### src/rtl/matrix_operand_loader.sv
// Serial-to-matrix operand loader: packs row-major 16-bit elements into two 4x4
// operands (A, B) and delivers them in order on a registered 256-bit handshake.
module matrix_operand_loader #(
    parameter int WORD_W = 16,
    parameter int DIM    = 4,
    parameter int MAT_W  = DIM * DIM * WORD_W
) (
    input  logic              clk,
    input  logic              rst,
    input  logic [WORD_W-1:0] wordIn,
    input  logic              wordValid,
    output logic              wordReady,
    input  logic              abort,
    output logic [MAT_W-1:0]  matOut,
    output logic              matValid,
    output logic              matSel,
    input  logic              matReady,
    output logic [15:0]       pairCount
);

    localparam int NELEM = DIM * DIM;
    localparam int CNT_W = $clog2(NELEM);
    localparam logic [CNT_W-1:0] LAST_IDX = CNT_W'(NELEM - 1);

    typedef enum logic [1:0] {
        LOAD_A = 2'd0,
        LOAD_B = 2'd1,
        SEND_A = 2'd2,
        SEND_B = 2'd3
    } state_t;

    state_t             state_r;
    logic [CNT_W-1:0]   elemCnt_r;
    logic [MAT_W-1:0]   bufA_r;
    logic [MAT_W-1:0]   bufB_r;
    logic [MAT_W-1:0]   matOut_r;
    logic               matValid_r;
    logic               matSel_r;
    logic [15:0]        pairCount_r;

    logic               loading_s;
    logic               wordAccept_s;
    logic               matAccept_s;

    // Upstream and downstream handshake decode.
    always_comb begin
        loading_s    = (state_r == LOAD_A) || (state_r == LOAD_B);
        wordReady    = loading_s && !rst && !abort;
        wordAccept_s = wordValid && wordReady;
        matAccept_s  = matValid_r && matReady;
    end

    // Loader FSM, element buffers and registered output stage.
    always_ff @(posedge clk) begin
        if (rst) begin
            state_r     <= LOAD_A;
            elemCnt_r   <= '0;
            bufA_r      <= '0;
            bufB_r      <= '0;
            matOut_r    <= '0;
            matValid_r  <= 1'b0;
            matSel_r    <= 1'b0;
            pairCount_r <= 16'd0;
        end else if (abort) begin
            // Buffers are left as-is; a reload overwrites every element anyway.
            state_r    <= LOAD_A;
            elemCnt_r  <= '0;
            matValid_r <= 1'b0;
            matSel_r   <= 1'b0;
        end else begin
            case (state_r)
                LOAD_A: begin
                    if (wordAccept_s) begin
                        for (int k = 0; k < NELEM; k++) begin
                            if (elemCnt_r == CNT_W'(k)) begin
                                bufA_r[k*WORD_W +: WORD_W] <= wordIn;
                            end
                        end
                        elemCnt_r <= elemCnt_r + CNT_W'(1);
                        if (elemCnt_r == LAST_IDX) begin
                            state_r <= LOAD_B;
                        end
                    end
                end
                LOAD_B: begin
                    if (wordAccept_s) begin
                        for (int k = 0; k < NELEM; k++) begin
                            if (elemCnt_r == CNT_W'(k)) begin
                                bufB_r[k*WORD_W +: WORD_W] <= wordIn;
                            end
                        end
                        elemCnt_r <= elemCnt_r + CNT_W'(1);
                        // A is already complete, so it can be presented on the same edge.
                        if (elemCnt_r == LAST_IDX) begin
                            state_r    <= SEND_A;
                            matOut_r   <= bufA_r;
                            matValid_r <= 1'b1;
                            matSel_r   <= 1'b0;
                        end
                    end
                end
                SEND_A: begin
                    if (matAccept_s) begin
                        matOut_r <= bufB_r;
                        matSel_r <= 1'b1;
                        state_r  <= SEND_B;
                    end
                end
                SEND_B: begin
                    if (matAccept_s) begin
                        matValid_r  <= 1'b0;
                        matSel_r    <= 1'b0;
                        pairCount_r <= pairCount_r + 16'd1;
                        state_r     <= LOAD_A;
                    end
                end
                default: begin
                    state_r    <= LOAD_A;
                    elemCnt_r  <= '0;
                    matValid_r <= 1'b0;
                    matSel_r   <= 1'b0;
                end
            endcase
        end
    end

    assign matOut    = matOut_r;
    assign matValid  = matValid_r;
    assign matSel    = matSel_r;
    assign pairCount = pairCount_r;

endmodule

### config.mk
export PLATFORM = sky130hd
export DESIGN_NAME = matrix_operand_loader
export DESIGN_NICKNAME = d
export VERILOG_FILES = /design/src/rtl/matrix_operand_loader.sv
export SDC_FILE = /design/constraint.sdc
export NUM_CORES = 2
export LEC_CHECK = 0
export ABC_AREA = 1
export CORE_UTILIZATION = 38
export CTS_BUF_LIST = sky130_fd_sc_hd__clkbuf_2 sky130_fd_sc_hd__clkbuf_4 sky130_fd_sc_hd__clkbuf_8
export DETAILED_ROUTE_END_ITERATION = 16
export GPL_TIMING_DRIVEN = 0
export HOLD_SLACK_MARGIN = 0.12
export PLACE_DENSITY = 0.61
export SLEW_MARGIN = 20
export SYNTH_ARGS = -nofsm -noshare
export SYNTH_HDL_FRONTEND = slang
export SYNTH_SLANG_ARGS = --single-unit
export TNS_END_PERCENT = 10
### constraint.sdc
create_clock -name clk -period 3.2 [get_ports clk]
set_clock_uncertainty 0.15 [all_clocks]
set_input_delay 0.48 -clock clk [delete_from_list [all_inputs] [get_ports clk]]
set_output_delay 0.48 -clock clk [all_outputs]
set_load 0.005 [all_outputs]
==> images/final_placement.png <==
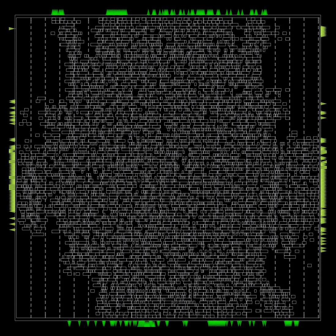
core area: 84000 sq um
flop share of the area: 40.0%
Rows: 106
non-filler instance count after layout: 5914

==> images/registers.png <==
(1 px per um) Other sequential cells in the stronger grey, the rest of the logic in the fainter grey.
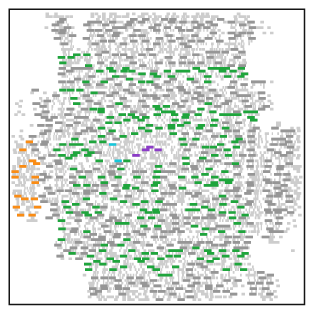
Green stands for bufA_r, sequential cells 256. Cyan stands for state_r, sequential cells 2. Orange stands for pairCount, sequential cells 16, where left middle. Purple stands for elemCnt_r, sequential cells 4, where middle.
Another 514 sequential cells are not coloured.

==> job_summary.md <==
### Flow metrics

| Metric | Value |
|---|---|
| Status | `completed` |
| Seq_cells | `792` |
| DR WL met3 | `11200 um` |
| Number of CTS-inserted buffers | `137` |
| Number of enable flip-flop cells | `0` |
| CP Capture Type | `output port` |
| Post-route ant nets | `0` |
| Final Cell Area | `39600 sq um` |
| Wire length on met2 | `52900 um` |
| Yosys Chip Area | `32300 sq um` |
| Critical Path Start Type | `input pin` |
| Max-area cell share | `49.1%` |
| Logic share of the area | `36.9%` |
| Signal buffers | `644` |
| Postcts setup bufs | `0` |
| Most common cell on crit path | `buf_2` |
| Most common reg cell | `dfxtp_1` |
| Worst r2r path cells | `10` |
| RSZ-0062 raised after global routing | `no` |
| GP Congestion | `0.931` |
| # clk buffers | `215` |
| Post-DR wirelength/cell | `20.3 um` |
| Grt ovf | `0` |
| Post-synth seq share | `49.1%` |
| Register Area | `15900 sq um` |
| Max-Cap Viols | `0` |
| I/O pin count | `296` |
| CP arrival | `2.54 ns` |
| Top cell excl fill/tap | `nor2_1` |
| Slowest CP cell | `clkdlybuf4s50_1` |
| Final-layout clock-cell area share | `7.16%` |
| # DRC | `0` |
| Leakage | `0.0142 uW` |
| Inverters, non-clock | `66` |
| Worst-case vdd ir drop | `0.000340 V` |
| Cell count after placement | `5677` |
| Syn Std Cell Area | `32300 sq um` |
==> flip-flops by register name, indices dropped and copies added (netlist names) <==
| signal | count |
|---|---|
| bufA_r | 256 |
| bufB_r | 256 |
| matOut | 256 |
| pairCount | 16 |
| elemCnt_r | 4 |
| state_r | 2 |
| matSel | 1 |
| matValid | 1 |
==> power breakdown <==
part           total, uW  switching (uW)  leakage (uW)  internal (uW)
clock network       9690            4290       0.00151           5400
registers           9880            8.03       0.00638           9880
logic                845             670       0.00632            175
==> what timing repair did <==
action	4_1_cts	5_1_grt
endpoints found under the setup margin	1	2
resized	5	3
hold buffers	0	0
==> worst max-delay path: cells and delay by family <==
kind	cells	cell delay (ns)
AND/OR/NAND/NOR	2	0.45
buffers and inverters	5	1.59
Power figures rest on the tool's default switching activity, not on a simulated workload.
